run_1/met1.png
Drawn at 4 px/micron. Supply wires on this layer in gray. Cells faint in the background.
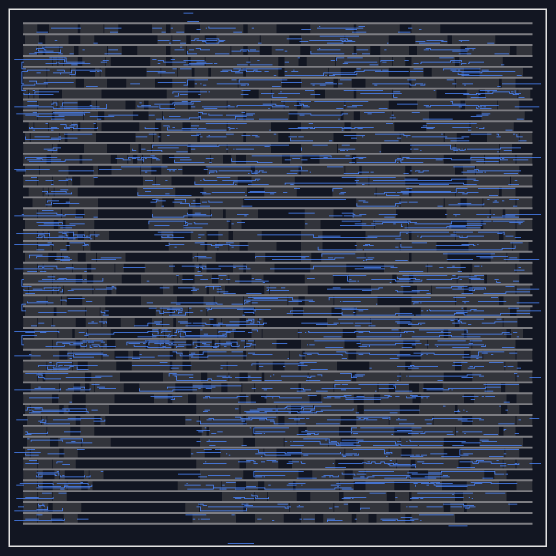
run_1/met2.png
Drawn at 4 px/micron.
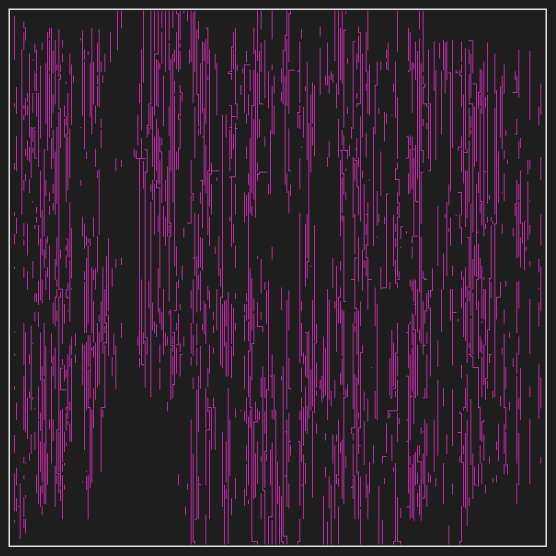
run_1/met3.png
Drawn at 4 px/micron. Cells faint in the background.
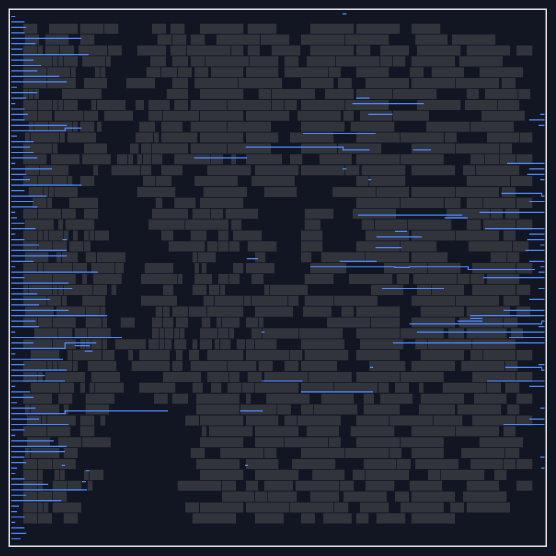
run_1/met4.png
Drawn at 3 px/micron. Supply wires on this layer in gray. Cells faint in the background.
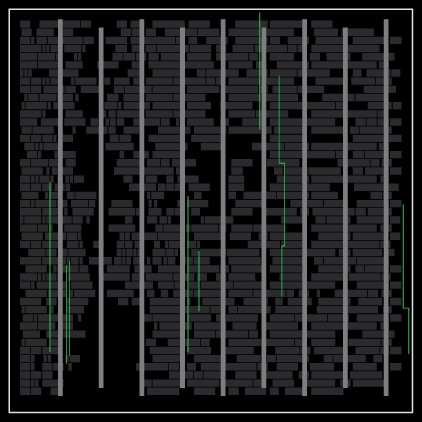
**src/rtl/fcvt_pkg.sv**
```systemverilog
// Shared definitions for the int-to-float conversion scheduler.
// Holds parameter defaults, the requester source encoding and small helpers.
package fcvt_pkg;

  localparam int TAG_W_DEF = 5;
  localparam int DEPTH_DEF = 4;

  typedef enum logic {
    SRC_INT = 1'b0,
    SRC_FPU = 1'b1
  } src_e;

  // Round-robin pick between two requesters; last is the previous winner.
  function automatic logic [1:0] rr_pick(
    input logic [1:0] valid,
    input logic       last
  );
    logic [1:0] g;
    g = '0;
    unique case (valid)
      2'b01:   g = 2'b01;
      2'b10:   g = 2'b10;
      2'b11:   g = last ? 2'b01 : 2'b10;
      default: g = '0;
    endcase
    return g;
  endfunction

endpackage

```
**src/rtl/fcvt_res_fifo.sv**
```systemverilog
// Result queue for converted values.
// Circular buffer with occupancy count and a synchronous clear.
module fcvt_res_fifo #(
  parameter  int W     = 38,
  parameter  int DEPTH = 4,
  localparam int AW    = $clog2(DEPTH),
  localparam int CW    = AW + 1
) (
  input  logic          clk,
  input  logic          rst,
  input  logic          push,
  input  logic          pop,
  input  logic          clear,
  input  logic [W-1:0]  din,
  output logic [W-1:0]  dout,
  output logic          full,
  output logic          empty,
  output logic [CW-1:0] count
);

  logic [W-1:0]  mem [DEPTH];
  logic [AW-1:0] wp;
  logic [AW-1:0] rp;
  logic          do_push;
  logic          do_pop;

  assign full    = (count == CW'(DEPTH));
  assign empty   = (count == '0);
  assign do_push = push & ~full;
  assign do_pop  = pop & ~empty;
  assign dout    = mem[rp];

  // Storage array; no reset needed since reads are gated by count.
  always_ff @(posedge clk) begin
    if (do_push) mem[wp] <= din;
  end

  // Pointers and occupancy; clear drops everything queued.
  always_ff @(posedge clk or posedge rst) begin
    if (rst) begin
      wp    <= '0;
      rp    <= '0;
      count <= '0;
    end else if (clear) begin
      wp    <= '0;
      rp    <= '0;
      count <= '0;
    end else begin
      if (do_push) wp <= wp + AW'(1);
      if (do_pop)  rp <= rp + AW'(1);
      count <= count + CW'(do_push) - CW'(do_pop);
    end
  end

endmodule

```
**src/rtl/fcvt_sched.sv**
```systemverilog
// Arbiter for a shared int-to-float converter between two pipes.
// Tracks the single in-flight op and queues results in accept order.
module fcvt_sched
  import fcvt_pkg::*;
#(
  parameter int TAG_W = TAG_W_DEF,
  parameter int DEPTH = DEPTH_DEF
) (
  input  logic                  clk,
  input  logic                  rst,
  input  logic [1:0]            rq_valid,
  output logic [1:0]            rq_ready,
  input  logic [1:0][31:0]      rq_a,
  input  logic [1:0][TAG_W-1:0] rq_tag,
  output logic [31:0]           cv_a,
  output logic                  cv_en,
  input  logic [31:0]           cv_res,
  input  logic                  cv_ready,
  output logic                  out_valid,
  input  logic                  out_ready,
  output logic [31:0]           out_res,
  output logic [TAG_W-1:0]      out_tag,
  output logic                  out_src,
  input  logic                  flush,
  output logic                  err
);

  localparam int EW = 32 + TAG_W + 1;
  localparam int CW = $clog2(DEPTH) + 1;

  logic [1:0]       gnt;
  logic             sel;
  logic             any;
  logic             inflight_q;
  logic             kill_q;
  logic             guard_q;
  logic             rr_q;
  logic             err_q;
  logic [TAG_W-1:0] tag_q;
  src_e             src_q;
  logic [CW-1:0]    count;
  logic             full;
  logic             empty;
  logic [CW:0]      used;
  logic             space_ok;
  logic             push_try;
  logic             push;
  logic             pop;
  logic             viol;
  logic             ovf;
  logic [EW-1:0]    din;
  logic [EW-1:0]    dout;

  // Slots already spoken for: queued results plus the op in the converter.
  assign used     = {1'b0, count} + (CW+1)'(inflight_q);
  assign space_ok = used < (CW+1)'(DEPTH);

  // Grant at most one requester when a result slot is guaranteed.
  always_comb begin
    gnt = '0;
    if (!rst && !flush && space_ok) gnt = rr_pick(rq_valid, rr_q);
  end

  assign any      = |gnt;
  assign sel      = gnt[1];
  assign rq_ready = gnt;
  assign cv_en    = any;
  assign cv_a     = any ? rq_a[sel] : '0;

  // A result is queued only for a live op; stray or late results are errors.
  assign push_try = cv_ready & inflight_q & ~kill_q & ~flush;
  assign viol     = cv_ready & ~inflight_q & ~guard_q;
  assign ovf      = push_try & full;
  assign push     = push_try & ~full;
  assign pop      = out_valid & out_ready;
  assign din      = {cv_res, tag_q, logic'(src_q)};

  // In-flight tracking: tag/src of the op whose result arrives next cycle.
  always_ff @(posedge clk or posedge rst) begin
    if (rst) begin
      inflight_q <= 1'b0;
      kill_q     <= 1'b0;
      tag_q      <= '0;
      src_q      <= SRC_INT;
    end else if (any) begin
      inflight_q <= 1'b1;
      kill_q     <= 1'b0;
      tag_q      <= rq_tag[sel];
      src_q      <= sel ? SRC_FPU : SRC_INT;
    end else if (cv_ready) begin
      inflight_q <= 1'b0;
      kill_q     <= 1'b0;
    end else if (flush && inflight_q) begin
      kill_q     <= 1'b1;
    end
  end

  // Round-robin pointer, sticky error and post-reset guard window.
  always_ff @(posedge clk or posedge rst) begin
    if (rst) begin
      rr_q    <= 1'b1;
      err_q   <= 1'b0;
      guard_q <= 1'b1;
    end else begin
      if (any) rr_q <= sel;
      if (viol || ovf) err_q <= 1'b1;
      guard_q <= 1'b0;
    end
  end

  fcvt_res_fifo #(
    .W     (EW),
    .DEPTH (DEPTH)
  ) u_fifo (
    .clk   (clk),
    .rst   (rst),
    .push  (push),
    .pop   (pop),
    .clear (flush),
    .din   (din),
    .dout  (dout),
    .full  (full),
    .empty (empty),
    .count (count)
  );

  assign out_valid = ~empty;
  assign err       = err_q;
  assign {out_res, out_tag, out_src} = out_valid ? dout : '0;

endmodule

```
**config.mk**
```make
export PLATFORM = sky130hd
export DESIGN_NAME = fcvt_sched
export DESIGN_NICKNAME = d
export VERILOG_FILES = /design/src/rtl/fcvt_pkg.sv /design/src/rtl/fcvt_res_fifo.sv /design/src/rtl/fcvt_sched.sv
export SDC_FILE = /design/constraint.sdc
export NUM_CORES = 1
export LEC_CHECK = 0
export CAP_MARGIN = 25
export CORE_MARGIN = 3
export CORE_UTILIZATION = 44
export CTS_CLUSTER_DIAMETER = 80
export DETAILED_ROUTE_END_ITERATION = 8
export GPL_ROUTABILITY_DRIVEN = 1
export PLACE_DENSITY = 0.76
export SLEW_MARGIN = 25
export SYNTH_ARGS = -nofsm -noshare
export SYNTH_HDL_FRONTEND = slang
export SYNTH_SLANG_ARGS = --single-unit
```
**constraint.sdc**
```tcl
create_clock -name clk -period 2.22 [get_ports clk]
set_input_delay 0.444 -clock clk [delete_from_list [all_inputs] [get_ports clk]]
set_output_delay 0.444 -clock clk [all_outputs]
set_load 0.05 [all_outputs]
```
==> impl_metrics.ini, run 1 <==
; physical design summary
[critical_path]
path_max_fanout = 7
slowest_stage = dfrtp_1
rr_endpoint = u_fifo.count[2]

[run_status]
violations = negative setup slack
status = finished with violations

[yosys]
top_area_frac = 0.634
ys_sh_adder = 0.0150

[power_and_ir_drop]
p_leak_nw = 4.06
finalPower_mw = 12.1

[place]
place_ws_ps = -289

[clocking]
post_cts_resized = 76

[grt]
grt_max_degree = 41

[finish]
num-nonclk-buffers = 238
layout.nonclk_buf_frac = 0.270
finalNetCount = 792
lay_top_count = edfxtp_1

[final_timing]
setup_slack_ps = -326
tightest_slew_ps = 538
totalNegativeSetupSlack_ps = -15740
finalSetupViolCount = 73

[floorplanning]
fp-utilization = 0.451
Notes on met1.png above:
nets with wire on the layer = 669
longest straight run = 44.6 microns
wire length on this layer = 6,270 microns
share of all routed wire = 35%
Vias: 4,648
routed wire length: 17,800 microns
GR Layer Usage met1: 0.224

Notes on met2.png above:
main direction = vertical
share of all routed wire = 56%
longest straight run = 63.2 microns
wire length on this layer = 9,920 microns
nets with wire on the layer = 732
M2 GR Usage: 0.398

Notes on met3.png above:
wire length on this layer = 1,280 microns
share of all routed wire = 7.2%
met3 usage: 0.0615

Notes on met4.png above:
main direction = vertical
wire length on this layer = 358 microns
nets with wire on the layer = 7

-- run 1: metal layers --
| metal | up-vias | wire (microns) | track usage |
|---|---|---|---|
| li1 | 2115 | - | - |
| met1 | 2327 | 6270 | 0.224 |
| met2 | 183 | 9920 | 0.398 |
| met3 | 23 | 1280 | 0.0615 |
| met4 | 0 | 358 | 0.0640 |
| met5 | - | 0 | 0 |
-- run 1: power by group through the flow --
stage / Sequential (mW) / Combinational, mW / Clock, mW
global placement: 3.88 / 4.77 / 0
global route: 3.86 / 5.79 / 2.90
floorplan: 3.85 / 2.86 / 0
detailed placement: 3.90 / 4.83 / 0
finish: 3.84 / 5.53 / 2.75
CTS: 3.83 / 5.64 / 2.78
run_1/final_congestion.png
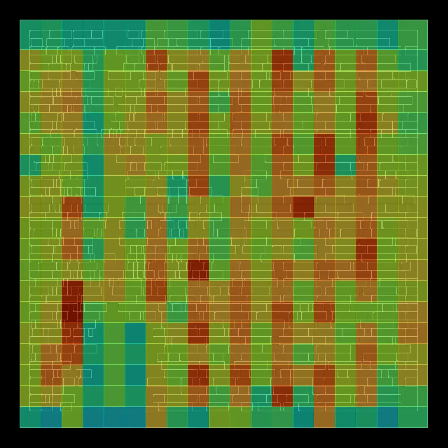

==> inputs of run 2 (changes only) <==
CORE_UTILIZATION = 40   (was 44)
PLACE_DENSITY = 0.7   (was 0.76)
run_2/final_congestion.png
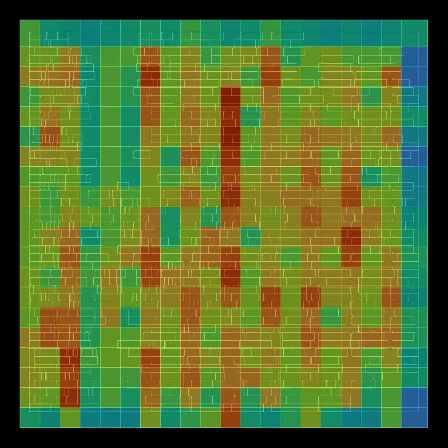
met3 usage: 0.0492
M2 GR Usage: 0.335

run_2/met1.png
Drawn at 3 px/micron. Supply wires on this layer in gray. Cells faint in the background.
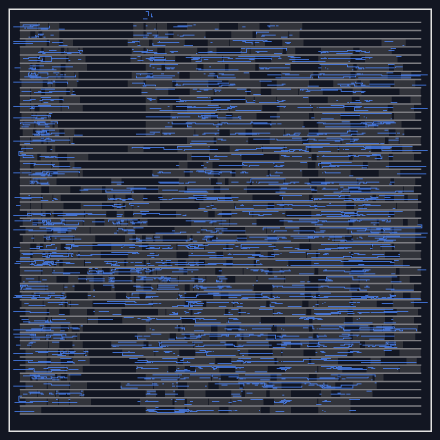
routed wire length: 17,500 microns
GR Layer Usage met1: 0.219

run_2/met3.png
Drawn at 4 px/micron. Cells faint in the background.
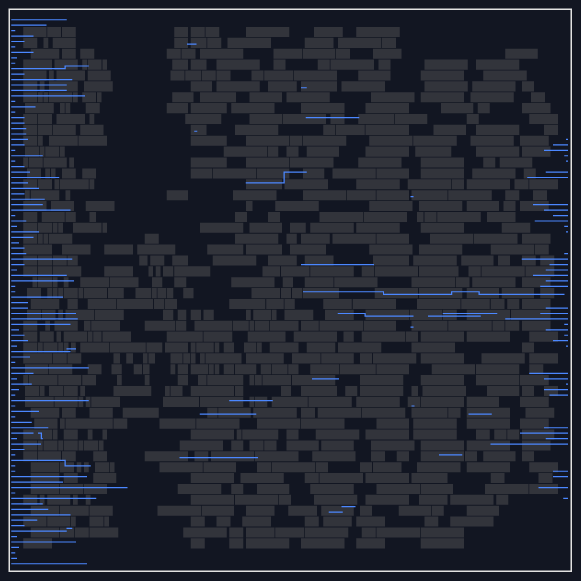
share of all routed wire = 6.5%
longest straight run = 28.8 microns
main direction = horizontal
wire length on this layer = 1,130 microns
nets with wire on the layer = 152
Vias: 4,598

==> run 2 against run 1 <==
Net effect:
- the run still ends with negative setup slack left
- clock skew increased by 4.8 ps
- non-clock buffer count is 1 lower
- register-to-register slack lost 70 ps
- critical endpoint is now cv_a[11]
- largest cell class unchanged
==> impl_metrics.ini, run 2 <==
; physical design summary
[critical_path]
path_max_fanout = 10
rr_endpoint = u_fifo.count[2]
regToRegSetupSlack_ps = -60
crit_path_end_kind = output pin
timing.critical_path.mode_cell = buf_12
path_delay_family = AND-OR/OR-AND gates

[place]
hpwl_microns = 12100
place_ws_ps = -283
place_inst = 863
gp_congestion = 0.914

[clocking]
cts_buffers = 17
post_cts_resized = 61

[run_status]
violations = negative setup slack
status = finished with violations

[final_timing]
tightest_slew_ps = 535
slew_headroom = 0.642
totalNegativeSetupSlack_ps = -17520
setup_slack_ps = -357
finalSetupViolCount = 74

[grt]
grtUsageTotal = 0.186
grt_max_degree = 41

[finish]
final_cell_mix = edfxtp_1, clkdlybuf4s50_1, buf_12
finalNetCount = 790
num_antenna_cells = 0
lay_top_count = edfxtp_1

[yosys]
yosysChipArea_sq_um = 7200
synth_warnings = 0
ys_sh_adder = 0.0150
top_area_frac = 0.634

[power_and_ir_drop]
finalPower_mw = 12.7
p_leak_nw = 4.15

[detailed_routing]
initialDrtViolationCount = 231

[floorplanning]
fp-utilization = 0.412

[hold_path]
min_path_type = in -> async
## run 2: power by group
| group | switching, mW | internal, mW | leakage [nW] |
|---|---|---|---|
| clock | 1.20 | 1.68 | 0.289 |
| sequential | 0.131 | 3.70 | 1.59 |
| combinational | 2.85 | 3.12 | 2.27 |
| total | 4.18 | 8.51 | 4.15 |
## run 2: final cells by class
class / instances / share of cell area
Inverter: 9 / 0.00308
Timing Repair Buffer: 237 / 0.285
Clock buffer: 18 / 0.0364
Multi-Input combinational cell: 234 / 0.213
Tap cell: 225 / 0.0239
Clock inverter: 14 / 0.0134
Sequential cell: 170 / 0.426
## run 2: routing by layer
metal  global-route usage  share of wire  up-vias
li1                     -              -     2112
met1                0.219           0.38     2291
met2                0.335           0.54      182
met3               0.0492          0.065       13
met4               0.0576          0.011        0
met5                    0              0        -
==> inputs of run 3 (changes only) <==
CTS_CLUSTER_SIZE = 10   (was unset)
run_3/met4.png
Drawn at 3 px/micron. Supply wires on this layer in gray. Cells faint in the background.
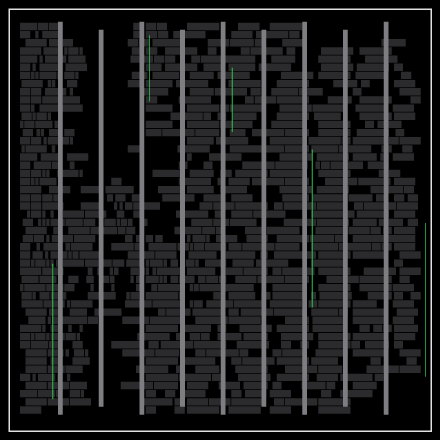

run_3/final_congestion.png
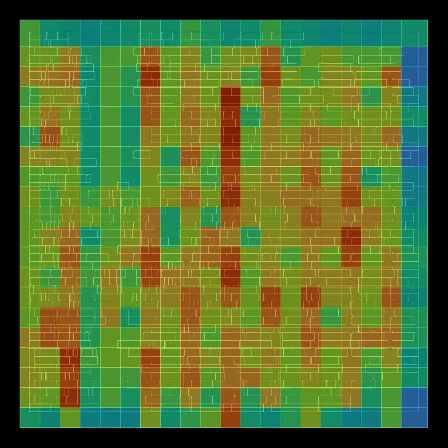
most used routing layer: met2
post-layout util: 0.675

==> run 3 against run 2 <==
Net effect:
- the flow still finishes with violations (negative setup slack)
- area after synthesis unchanged
- worst hold slack unchanged
- global-route usage did not move
- combinational power is essentially flat
- critical endpoint unchanged
==> impl_metrics.ini, run 3 <==
; physical design summary
[final_timing]
tightest_slew_ps = 535
setup_slack_ps = -357
finalSetupViolCount = 74
totalNegativeSetupSlack_ps = -17520

[power_and_ir_drop]
p_comb_frac = 0.471
p_leak_nw = 4.15
internal-power_mw = 8.51
p_switching_mw = 4.18
seq_power_mw = 3.83
p_clk_mw = 2.88
power_leader = combinational cells
finalPower_mw = 12.7

[critical_path]
rr_endpoint = u_fifo.count[2]
regToRegSetupSlack_ps = -60
crit_path_end_kind = output pin

[detailed_routing]
highest_layer = met4
wl_met3_microns = 1130
initialDrtViolationCount = 231

[yosys]
synth_warnings = 0
top_area_frac = 0.634

[finish]
lay_top_count = edfxtp_1
layout.nonclk_buf_frac = 0.285
dominant_cells = registers
num_antenna_cells = 0
num-nonclk-buffers = 237
clock_area_frac = 0.0498
seq_area_frac = 0.426
comb-cell-share = 0.213
nonClockInverterCount = 9
ff_count = 170

[place]
place_ws_ps = -283
hpwl_microns = 12100
place_inst = 863

[grt]
met3_usage = 0.0492
grt_util_met1 = 0.219
grtUsageMet2 = 0.335

[run_status]
status = finished with violations
violations = negative setup slack

[clocking]
cts_buffers = 17
run_3/met3.png
Drawn at 4 px/micron. Cells faint in the background.
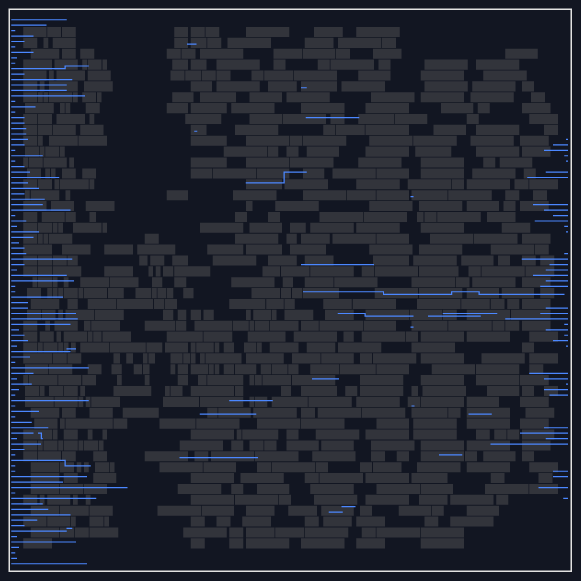
main direction = horizontal
nets with wire on the layer = 152
longest straight run = 28.8 microns
share of all routed wire = 6.5%

run 3: cell counts after synthesis:
No cell type changed its count.
run 3: cells by family (layout without fill, tap and decap cells):
| kind of cell | Yosys count | count (layout) | synth area share |
|---|---|---|---|
| AND/OR/NAND/NOR | 130 | 130 | 0.0859 |
| buffers and inverters | 34 | 278 | 0.0210 |
| multiplexers | 50 | 50 | 0.140 |
| other | 1 | 1 | 0.000521 |
| XOR/XNOR | 4 | 4 | 0.00487 |
| flip-flops | 170 | 170 | 0.697 |
| adder cells (fa/ha/maj) | 8 | 8 | 0.0150 |
| AND-OR/OR-AND | 41 | 41 | 0.0355 |
run 3: critical path, stage by stage (launching register included):
cell,delay (ps)
dfrtp_1,430
ha_4,190
a311oi_4,320
o211ai_4,160
buf_12,160
buf_12,150
a21oi_4,140
buf_12,150
Power and IR drop assume default switching activity.
